### src/rtl/sync_fifo_flags_if.sv
// sync_fifo_flags_if: producer/consumer bundle for sync_fifo_flags.
interface sync_fifo_flags_if #(
    parameter int DATA_WIDTH = 8,
    parameter int DEPTH      = 16
);
    logic                          flush;
    logic                          wr_en;
    logic [DATA_WIDTH-1:0]         wr_data;
    logic                          rd_en;
    logic [DATA_WIDTH-1:0]         rd_data;
    logic                          rd_valid;
    logic                          full;
    logic                          empty;
    logic                          almost_full;
    logic                          almost_empty;
    logic [$clog2(DEPTH+1)-1:0]    count;
    logic                          overflow;
    logic                          underflow;
    logic                          clr_err;

    modport master (
        output flush, wr_en, wr_data, rd_en, clr_err,
        input  rd_data, rd_valid, full, empty, almost_full, almost_empty, count, overflow, underflow
    );
    modport slave (
        input  flush, wr_en, wr_data, rd_en, clr_err,
        output rd_data, rd_valid, full, empty, almost_full, almost_empty, count, overflow, underflow
    );
endinterface

### src/rtl/sync_fifo_flags.sv
// sync_fifo_flags: single-clock FIFO with occupancy count, threshold flags,
// sticky error flags, flush and selectable show-ahead or registered read.
module sync_fifo_flags #(
    parameter int DATA_WIDTH    = 8,
    parameter int DEPTH         = 16,
    parameter int AFULL_THRESH  = 14,
    parameter int AEMPTY_THRESH = 2,
    parameter bit FWFT          = 1'b1
) (
    input logic              clk,
    input logic              reset_n,
    sync_fifo_flags_if.slave bus
);
    localparam int PW = $clog2(DEPTH);
    localparam int CW = $clog2(DEPTH + 1);

    logic [DATA_WIDTH-1:0] r_mem [DEPTH];
    logic [PW-1:0]         r_wr_ptr;
    logic [PW-1:0]         r_rd_ptr;
    logic [CW-1:0]         r_count;
    logic [DATA_WIDTH-1:0] r_rd_data;
    logic                  r_rd_valid;
    logic                  r_ovf;
    logic                  r_udf;

    logic          w_full;
    logic          w_empty;
    logic          w_rd_acc;
    logic          w_wr_acc;
    logic          w_ovf_set;
    logic          w_udf_set;
    logic [PW-1:0] w_wr_ptr_nxt;
    logic [PW-1:0] w_rd_ptr_nxt;

    // flush suppresses both acceptances so the pointer/count logic only sees real traffic
    assign w_full       = r_count == CW'(DEPTH);
    assign w_empty      = r_count == '0;
    assign w_rd_acc     = bus.rd_en && !w_empty && !bus.flush;
    assign w_wr_acc     = bus.wr_en && (!w_full || w_rd_acc) && !bus.flush;
    assign w_ovf_set    = bus.wr_en && w_full && !w_rd_acc && !bus.flush;
    assign w_udf_set    = bus.rd_en && w_empty && !bus.flush;
    assign w_wr_ptr_nxt = (r_wr_ptr == PW'(DEPTH - 1)) ? '0 : r_wr_ptr + 1'b1;
    assign w_rd_ptr_nxt = (r_rd_ptr == PW'(DEPTH - 1)) ? '0 : r_rd_ptr + 1'b1;

    always_ff @(posedge clk)
        if (w_wr_acc) r_mem[r_wr_ptr] <= bus.wr_data;

    always_ff @(posedge clk or negedge reset_n)
        if (!reset_n) begin
            r_wr_ptr   <= '0;
            r_rd_ptr   <= '0;
            r_count    <= '0;
            r_rd_data  <= '0;
            r_rd_valid <= 1'b0;
        end else if (bus.flush) begin
            r_wr_ptr   <= '0;
            r_rd_ptr   <= '0;
            r_count    <= '0;
            r_rd_valid <= 1'b0;
        end else begin
            if (w_wr_acc) r_wr_ptr <= w_wr_ptr_nxt;
            if (w_rd_acc) r_rd_ptr <= w_rd_ptr_nxt;
            if (w_wr_acc != w_rd_acc) r_count <= w_wr_acc ? r_count + 1'b1 : r_count - 1'b1;
            if (w_rd_acc) r_rd_data <= r_mem[r_rd_ptr];
            r_rd_valid <= w_rd_acc;
        end

    // a new error in the same cycle as clr_err wins
    always_ff @(posedge clk or negedge reset_n)
        if (!reset_n) begin
            r_ovf <= 1'b0;
            r_udf <= 1'b0;
        end else begin
            r_ovf <= (r_ovf && !bus.clr_err) || w_ovf_set;
            r_udf <= (r_udf && !bus.clr_err) || w_udf_set;
        end

    assign bus.rd_data      = FWFT ? r_mem[r_rd_ptr] : r_rd_data;
    assign bus.rd_valid     = FWFT ? !w_empty : r_rd_valid;
    assign bus.full         = w_full;
    assign bus.empty        = w_empty;
    assign bus.almost_full  = r_count >= CW'(AFULL_THRESH);
    assign bus.almost_empty = r_count <= CW'(AEMPTY_THRESH);
    assign bus.count        = r_count;
    assign bus.overflow     = r_ovf;
    assign bus.underflow    = r_udf;
endmodule

### src/flat_wrapper.sv
// flat-port wrapper written by rule: the top's interface ports become plain ports
module sync_fifo_flags_flat 
#(
    parameter int DATA_WIDTH    = 8,
    parameter int DEPTH         = 16,
    parameter int AFULL_THRESH  = 14,
    parameter int AEMPTY_THRESH = 2,
    parameter bit FWFT          = 1'b1
)
  (clk, reset_n, bus_flush, bus_wr_en, bus_wr_data, bus_rd_en, bus_clr_err, bus_rd_data, bus_rd_valid, bus_full, bus_empty, bus_almost_full, bus_almost_empty, bus_count, bus_overflow, bus_underflow);
  sync_fifo_flags_if #(.DATA_WIDTH(DATA_WIDTH), .DEPTH(DEPTH)) bus_i ();
  input logic clk;
  input logic reset_n;
  input wire logic [$bits(bus_i.flush)-1:0] bus_flush;
  input wire logic [$bits(bus_i.wr_en)-1:0] bus_wr_en;
  input wire logic [$bits(bus_i.wr_data)-1:0] bus_wr_data;
  input wire logic [$bits(bus_i.rd_en)-1:0] bus_rd_en;
  input wire logic [$bits(bus_i.clr_err)-1:0] bus_clr_err;
  output wire logic [$bits(bus_i.rd_data)-1:0] bus_rd_data;
  output wire logic [$bits(bus_i.rd_valid)-1:0] bus_rd_valid;
  output wire logic [$bits(bus_i.full)-1:0] bus_full;
  output wire logic [$bits(bus_i.empty)-1:0] bus_empty;
  output wire logic [$bits(bus_i.almost_full)-1:0] bus_almost_full;
  output wire logic [$bits(bus_i.almost_empty)-1:0] bus_almost_empty;
  output wire logic [$bits(bus_i.count)-1:0] bus_count;
  output wire logic [$bits(bus_i.overflow)-1:0] bus_overflow;
  output wire logic [$bits(bus_i.underflow)-1:0] bus_underflow;
  assign bus_i.flush = bus_flush;
  assign bus_i.wr_en = bus_wr_en;
  assign bus_i.wr_data = bus_wr_data;
  assign bus_i.rd_en = bus_rd_en;
  assign bus_i.clr_err = bus_clr_err;
  assign bus_rd_data = bus_i.rd_data;
  assign bus_rd_valid = bus_i.rd_valid;
  assign bus_full = bus_i.full;
  assign bus_empty = bus_i.empty;
  assign bus_almost_full = bus_i.almost_full;
  assign bus_almost_empty = bus_i.almost_empty;
  assign bus_count = bus_i.count;
  assign bus_overflow = bus_i.overflow;
  assign bus_underflow = bus_i.underflow;
  sync_fifo_flags #(.DATA_WIDTH(DATA_WIDTH), .DEPTH(DEPTH), .AFULL_THRESH(AFULL_THRESH), .AEMPTY_THRESH(AEMPTY_THRESH), .FWFT(FWFT)) u_core (.clk(clk), .reset_n(reset_n), .bus(bus_i));
endmodule
### config.mk
export PLATFORM = sky130hd
export DESIGN_NAME = sync_fifo_flags_flat
export DESIGN_NICKNAME = d
export VERILOG_FILES = /design/src/rtl/sync_fifo_flags_if.sv /design/src/rtl/sync_fifo_flags.sv /design/src/flat_wrapper.sv
export SDC_FILE = /design/constraint.sdc
export NUM_CORES = 1
export LEC_CHECK = 0
export ABC_AREA = 0
export CAP_MARGIN = 0
export CORE_ASPECT_RATIO = 1.4
export CORE_MARGIN = 2
export CORE_UTILIZATION = 45
export CTS_CLUSTER_DIAMETER = 50
export CTS_CLUSTER_SIZE = 25
export DETAILED_ROUTE_END_ITERATION = 8
export PLACE_DENSITY_LB_ADDON = 0.15
export SLEW_MARGIN = 20
export SYNTH_ARGS = -nofsm -noshare
export SYNTH_HDL_FRONTEND = slang
export SYNTH_SLANG_ARGS = --single-unit
### constraint.sdc
create_clock -name clk -period 7 [get_ports clk]
set_clock_uncertainty 0.05 [all_clocks]
set_input_delay 1.4 -clock clk [delete_from_list [all_inputs] [get_ports clk]]
set_output_delay 1.4 -clock clk [all_outputs]
set_load 0.01 [all_outputs]
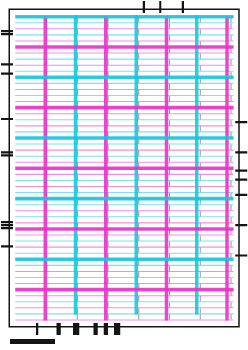
power_grid.png
The bar under the picture is 20 um long. Pins as bars on the die edge. Tap cells in gray.
legend:
  VSS:
    color: magenta
  VDD:
    color: cyan
tap cells: 182
met5 straps: 10
signal pins: 34

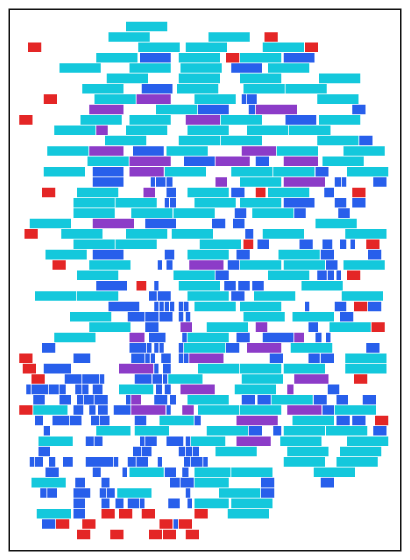
placement_by_type.png
legend:
  combinational and other logic:
    color: blue
    cells: 209
    share_of_their_area: 25%
  remaining buffers and delay cells:
    color: red
    cells: 36
    share_of_their_area: 5.0%
  clock drivers and dummy loads:
    color: purple
    cells: 32
    share_of_their_area: 9.4%
  sequential cells:
    color: cyan
    cells: 143
    share_of_their_area: 60%

==> flow_summary.json <==
{
  "cp_cell_sequence": "buf_4 > mux2i_1 > a221oi_1 > o21ai_0 > nand2_1 > clkdlybuf4s50_1",
  "grt_max_degree": 30,
  "setup_violations": 0,
  "area_leaders": "edfxtp_1, dfrtp_1, mux4_2",
  "fmax_ghz": 0.205,
  "rows": 50,
  "largestClassByArea": "flip-flops and latches",
  "yosys.area.top_type_share_pct": 63.1,
  "flops": 143,
  "nonClockBufferCount": 36,
  "switching_power_mw": 0.690,
  "clockBufferDepth": 2,
  "crit_slowest_cell": "dfrtp_2",
  "rr_endpoint": "u_core.bus.count[4]$_DFFE_PN0P_",
  "sh_seq_area_pct": 58.2,
  "cap_viol_max_count": 0,
  "layout_top_cell": "edfxtp_1",
  "cts_resized": 0,
  "switching_share_pct": 27.0,
  "ys_area_mm2": 0.00610,
  "holdBufCountCts": 0,
  "start_kind": "flop",
  "leakage_nw": 2.38,
  "vias_per_cell": 5.65,
  "place_ws_ns": 2.34,
  "worstSetupPathType": "reg2out",
  "hold_end": "u_core.bus.overflow$_DFF_PN0_",
  "grt_setup_unrepaired": "no",
  "topCombFamilyByArea": "multiplexers",
  "worst-path-stages": 6,
  "peakVddDrop_mv": 0.205,
  "cts_setup_buffers": 0,
  "grt_use_met3_pct": 3.55,
  "clock-sinks": 143,
  "critPathArrivalTime_ns": 3.42,
  "fp_nets": 399,
  "hold_class": "reg2reg",
  "wl_met2_mm": 7.05,
  "grt_pass1_wl_mm": 20.3,
  "pwr-share-comb_pct": 20.6,
  "synth.avg_cell_area_um2": 16.3,
  "fin_crit_sh_pct": 69.6,
  "warning_count": 30,
  "p_seq_share_pct": 40.5,
  "p_int_mw": 1.87,
  "vias": 3399,
  "yosys.area_share.aoi_pct": 8.74,
  "ys_sh_mux_pct": 11.5,
  "hold_viol_final": 0,
  "signal_buffer_area_fraction_pct": 4.87,
  "wl_mm": 13.1,
  "xor_share_pct": 0.431,
  "layout_top_cells": "edfxtp_1, mux2i_1, clkdlybuf4s50_1",
  "ys_ff": 143,
  "status": "finished clean",
  "top_area_cell": "edfxtp_1",
  "simple_gate_area_share_pct": 5.54,
  "power_frac_clock_pct": 38.9,
  "die_w_um": 102,
  "synthToLayoutAreaGrowth_pct": 18.9,
  "logic_gates": 199,
  "synth_seq_share_pct": 69.2,
  "cellPowerDensity_mw_per_mm2": 353,
  "dp_cells": 570,
  "cts_tree": "built",
  "routedLengthMet1_mm": 5.30,
  "finalNonFillerCells": 602,
  "drt_pass1_iterations": 4,
  "cts_buffers": 17,
  "antenna_found_initial": 0,
  "syn_inst": 375,
  "min_period_ns": 4.87,
  "io_buffers": 33,
  "postLayoutCoreUtil_pct": 54.4,
  "io_pins": 34,
  "common_cells": "edfxtp_1, mux2i_1, nand2_1",
  "drive_gt1_share_pct": 16.2
}
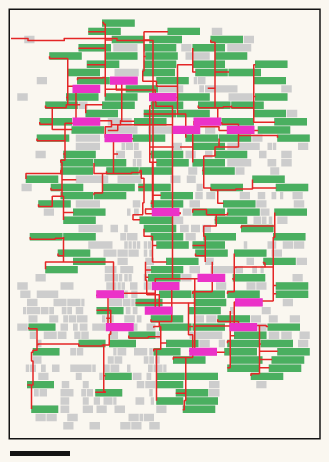
clk_routes.png
The bar under the picture is 20 um long.
legend:
  clock wires:
    color: red
    length: 1610 um
  flip-flops:
    color: green
    count: 143
  clock drivers:
    color: magenta
    count: 17
flops lie: widely spread

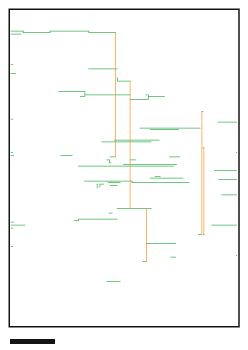
wires.png
The bar under the picture is 20 um long. Only two layers are drawn.
legend:
  metal 3:
    color: green
    wire_length: 494 um
  metal 4:
    color: orange
    wire_length: 231 um

Power figures rest on the tool's default switching activity, not on a simulated workload.
